==> src/rtl/tone_detect.sv <==
// rtl/tone_detect.sv - classifies a square-wave input by half-period into one of four tones
// Drives a locked flag, tone index, one-hot LED and two seven-segment digit codes.
module tone_detect #(
  parameter int HP0      = 5000,
  parameter int HP1      = 6400,
  parameter int HP2      = 8000,
  parameter int HP3      = 9200,
  parameter int TOL      = 150,
  parameter int LOCK_CNT = 4,
  parameter int TIMEOUT  = 12000,
  parameter int CW       = 14
) (
  input  logic       clk,
  input  logic       rst,
  input  logic       tone_in,
  output logic       tone_valid,
  output logic [1:0] tone_id,
  output logic [9:0] stled,
  output logic [4:0] data_1,
  output logic [4:0] data_0
);

  localparam int MW = (LOCK_CNT < 2) ? 1 : $clog2(LOCK_CNT + 1);
  localparam logic [CW-1:0] TO_CNT = CW'(TIMEOUT);
  localparam logic [MW-1:0] LOCK_M = MW'(LOCK_CNT);
  localparam logic [CW:0] LO0 = (CW+1)'(HP0 - TOL), HI0 = (CW+1)'(HP0 + TOL);
  localparam logic [CW:0] LO1 = (CW+1)'(HP1 - TOL), HI1 = (CW+1)'(HP1 + TOL);
  localparam logic [CW:0] LO2 = (CW+1)'(HP2 - TOL), HI2 = (CW+1)'(HP2 + TOL);
  localparam logic [CW:0] LO3 = (CW+1)'(HP3 - TOL), HI3 = (CW+1)'(HP3 + TOL);
  localparam logic [4:0] DIG_OFF = 5'd20;
  localparam logic [4:0] DIG_B   = 5'd11;

  typedef enum logic [1:0] {S_IDLE, S_ACQ, S_LOCKED} state_t;

  logic          sync1_q, sync2_q, dly_q;
  logic          edge_w, timeout_w;
  logic [CW-1:0] cnt_q, cnt_d;
  logic [CW:0]   hp;
  logic          hit;
  logic [1:0]    hit_id;
  state_t        state_q, state_d;
  logic [1:0]    cand_q, cand_d;
  logic          cand_vld_q, cand_vld_d;
  logic [MW-1:0] match_q, match_d;
  logic          valid_q, valid_d;
  logic [1:0]    id_q, id_d;
  logic [9:0]    stled_q, stled_d;
  logic [4:0]    data_1_q, data_1_d, data_0_q, data_0_d;

  // Two-flop synchronizer plus a delay stage; any level change is an edge.
  always_ff @(posedge clk or posedge rst) begin
    if (rst) begin
      sync1_q <= 1'b0;
      sync2_q <= 1'b0;
      dly_q   <= 1'b0;
    end else begin
      sync1_q <= tone_in;
      sync2_q <= sync1_q;
      dly_q   <= sync2_q;
    end
  end

  assign edge_w    = sync2_q ^ dly_q;
  assign timeout_w = !edge_w && (cnt_q == TO_CNT);
  assign hp        = (CW+1)'(cnt_q) + (CW+1)'(1);

  always_comb begin
    cnt_d = cnt_q;
    if (edge_w)                cnt_d = '0;
    else if (cnt_q != TO_CNT)  cnt_d = cnt_q + CW'(1);
  end

  always_comb begin
    hit    = 1'b1;
    hit_id = 2'd0;
    if      (hp >= LO0 && hp <= HI0) hit_id = 2'd0;
    else if (hp >= LO1 && hp <= HI1) hit_id = 2'd1;
    else if (hp >= LO2 && hp <= HI2) hit_id = 2'd2;
    else if (hp >= LO3 && hp <= HI3) hit_id = 2'd3;
    else                             hit    = 1'b0;
  end

  // An edge always takes precedence over a coincident timeout.
  always_comb begin
    state_d    = state_q;
    cand_d     = cand_q;
    cand_vld_d = cand_vld_q;
    match_d    = match_q;
    valid_d    = valid_q;
    id_d       = id_q;
    if (edge_w) begin
      case (state_q)
        S_IDLE: begin
          state_d    = S_ACQ;
          cand_vld_d = 1'b0;
          match_d    = '0;
        end
        S_ACQ: begin
          if (!hit) begin
            cand_vld_d = 1'b0;
            match_d    = '0;
          end else begin
            if (cand_vld_q && hit_id == cand_q) begin
              match_d = match_q + MW'(1);
            end else begin
              cand_d     = hit_id;
              cand_vld_d = 1'b1;
              match_d    = MW'(1);
            end
            if (match_d == LOCK_M) begin
              state_d = S_LOCKED;
              valid_d = 1'b1;
              id_d    = cand_d;
            end
          end
        end
        S_LOCKED: begin
          if (!(hit && hit_id == id_q)) begin
            state_d = S_ACQ;
            valid_d = 1'b0;
            if (hit) begin
              cand_d     = hit_id;
              cand_vld_d = 1'b1;
              match_d    = MW'(1);
            end else begin
              cand_vld_d = 1'b0;
              match_d    = '0;
            end
          end
        end
        default: state_d = S_IDLE;
      endcase
    end else if (timeout_w) begin
      state_d = S_IDLE;
      valid_d = 1'b0;
    end
  end

  always_comb begin
    stled_d  = valid_d ? (10'd1 << id_d) : 10'd0;
    data_1_d = valid_d ? DIG_B : DIG_OFF;
    data_0_d = valid_d ? {3'b000, id_d} : DIG_OFF;
  end

  always_ff @(posedge clk or posedge rst) begin
    if (rst) begin
      cnt_q      <= '0;
      state_q    <= S_IDLE;
      cand_q     <= 2'd0;
      cand_vld_q <= 1'b0;
      match_q    <= '0;
      valid_q    <= 1'b0;
      id_q       <= 2'd0;
      stled_q    <= 10'd0;
      data_1_q   <= DIG_OFF;
      data_0_q   <= DIG_OFF;
    end else begin
      cnt_q      <= cnt_d;
      state_q    <= state_d;
      cand_q     <= cand_d;
      cand_vld_q <= cand_vld_d;
      match_q    <= match_d;
      valid_q    <= valid_d;
      id_q       <= id_d;
      stled_q    <= stled_d;
      data_1_q   <= data_1_d;
      data_0_q   <= data_0_d;
    end
  end

  assign tone_valid = valid_q;
  assign tone_id    = id_q;
  assign stled      = stled_q;
  assign data_1     = data_1_q;
  assign data_0     = data_0_q;

endmodule
==> config.mk <==
export PLATFORM = sky130hd
export DESIGN_NAME = tone_detect
export DESIGN_NICKNAME = d
export VERILOG_FILES = /design/src/rtl/tone_detect.sv
export SDC_FILE = /design/constraint.sdc
export NUM_CORES = 1
export LEC_CHECK = 0
export ABC_AREA = 1
export CORE_ASPECT_RATIO = 2
export CORE_MARGIN = 2
export CORE_UTILIZATION = 40
export CTS_CLUSTER_SIZE = 20
export DETAILED_ROUTE_END_ITERATION = 8
export GPL_ROUTABILITY_DRIVEN = 0
export PLACE_DENSITY = 0.7
export SYNTH_ARGS = -nofsm -noshare
export SYNTH_HDL_FRONTEND = slang
export SYNTH_SLANG_ARGS = --single-unit
==> constraint.sdc <==
create_clock -name clk -period 3.15 [get_ports clk]
set_input_delay 0.7875 -clock clk [delete_from_list [all_inputs] [get_ports clk]]
set_output_delay 0.7875 -clock clk [all_outputs]
set_load 0.01 [all_outputs]
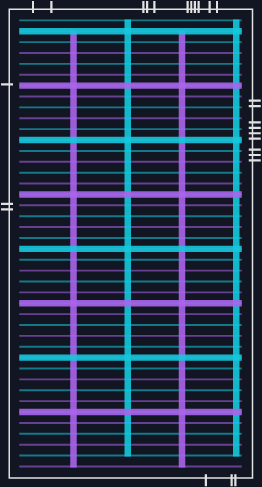
*Supply network*
(4 px per um) Pins as bars on the die edge.
VSS: shown in purple. VDD: shown in cyan.
8 straps on met5. 4 straps on met4.

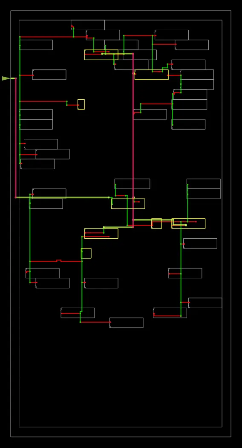
*Clock routing*
final clock skew: 0.00316 ns
clk_lat worst skew: 0.28 ns
Clock group: 0.484 mW
Num CTS Buffers: 5

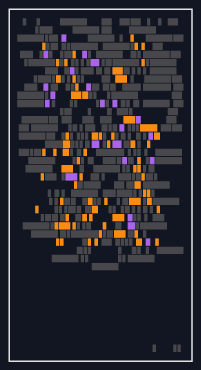
*Selected gate families*
(3 px per um)
nor cells: shown in orange, cells 67, most used nor2_1. aoi and oai cells: shown in purple, cells 22, most used o21ai_0.

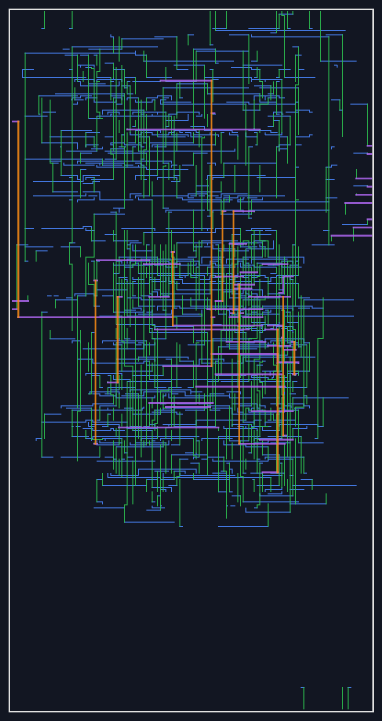
*Metal layers overlaid*
(6 px per um)
metal 2: shown in green, wire length 2540 um. metal 1: shown in blue, wire length 2500 um. metal 3: shown in purple, wire length 313 um. metal 4: shown in orange, wire length 245 um.

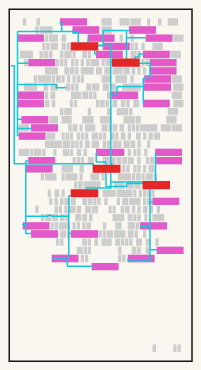
*Clock wires, drivers and flops*
(3 px per um)
clock wires: shown in cyan, length 510 um. clock drivers: shown in red, count 5. flip-flops: shown in magenta, count 35.
There are 6 routed clock nets.

-- cell type report --
cell class / count / share of cell area, %
multi-input cells: 258 / 49.2
flip-flops and latches: 35 / 30.0
repair buffers: 21 / 6.92
inverters: 41 / 5.25
clock buffers: 5 / 4.27
well taps: 86 / 3.67
clock inverters: 3 / 0.683
-- metrics by stage --
step | total power, mW | utilization, % | area [um^2] | worst slack (ns)
detailed placement | 0.692 | 44.5 | 2760 | 0.267
floorplan | 0.648 | - | 2570 | 0.646
CTS | 1.18 | 46.8 | 2910 | 0.229
global route | 1.24 | 47.2 | 2930 | 0.000883
finish | 1.18 | 47.2 | 2930 | 0.293
global placement | 0.695 | 44.5 | 2760 | 0.266
-- layer usage --
layer  GRT usage [%]  wire length (um)  part of all wire (%)
met1            24.8              2500                    45
met3            3.96               313                   5.6
met5               0                 0                     0
met2            25.1              2540                    45
met4            9.42               244                   4.4
-- worst max-delay path: stages, from the launching register on --
cell     delay [ns]
dfrtp_1        0.42
ha_2           0.24
nand3_1        0.14
o21ai_0        0.18
nand2_1        0.19
nor2_4         0.19
nand2_1        0.07
nor2_1         0.19
nand3_2        0.11
nand2_2        0.10
nand2_4        0.07
nand3_1        0.12
nand3_4        0.10
nor2_4         0.12
nand4_2        0.11
o21ai_2        0.23
nand2_2        0.09
nor2_1         0.11
-- what timing repair did --
item | in CTS | in global routing
hold endpoints to repair | 0 | 0
buffers inserted | 0 | 1
resized | 0 | 5
endpoints found under the setup margin | 0 | 13
hold buffers | 0 | 0
-- registers in the layout (all words and copies together), names as in the netlist, 2 cells and up --
name,flops
tone_id,2
cnt_q,14
match_q,3
state_q,2
data_1,2
cand_q,2
data_0,2
stled,4
==> results.py <==
# Auto-generated metrics
metrics = {
    "detailed_routing": {
        "route.antenna.remaining_nets": 0,
        "via_count": 2207,
        "remaining_drc_errors": 0,
        "drtIter0Drc": 188,
        "wirelength_mm": 5.60,
    },
    "final_layout": {
        "drive_gt1_share_pct": 19.0,
        "finalNonFillerCells": 449,
        "layout_top_cells": "nand2_1, nor2_1, dfrtp_1",
        "final_nets": 373,
    },
    "sta": {
        "fin_crit_ns": 2.86,
        "max_slew_margin_pct": 61.7,
        "tightest_slew_ns": 0.569,
        "hold_ws_ns": 0.349,
    },
    "yosys": {
        "yosys_area_um2": 2550,
        "synthTopLogicFamily": "simple AND/OR/NAND/NOR gates",
        "synth_cell_types": 39,
        "avgSynthCellArea_um2": 7.40,
        "ys.flops": 35,
        "async_flop_share_pct": 100,
        "yosys.area.top_type": "dfrtp_1",
        "ys_sh_adder_pct": 3.93,
    },
    "critical_path": {
        "critical_path_class": "reg2reg",
        "crit_path_max_fanout": 4,
        "timing.rr.start": "cnt_q[1]$_DFFE_PP0N_",
    },
    "floorplanning": {
        "die_h_um": 117,
        "ios": 26,
        "die_w_um": 60.4,
    },
    "pwr": {
        "pwr-share-seq_pct": 41.8,
        "powerSeq_mw": 0.492,
        "maxPowerGroup": "sequential cells",
        "powerDensity_nw_per_um2": 402,
    },
    "clocking": {
        "cts_tree": "yes",
        "clock_path_buffers": 2,
    },
    "place": {
        "dp_hpwl_mm": 4.16,
    },
    "run_status": {
        "status": "finished, final reports clean",
    },
    "flow_run": {
        "cap_violations": 0,
    },
    "global_route": {
        "grt_pass1_wl_mm": 9.56,
    },
}
Power figures rest on the tool's default switching activity, not on a simulated workload.
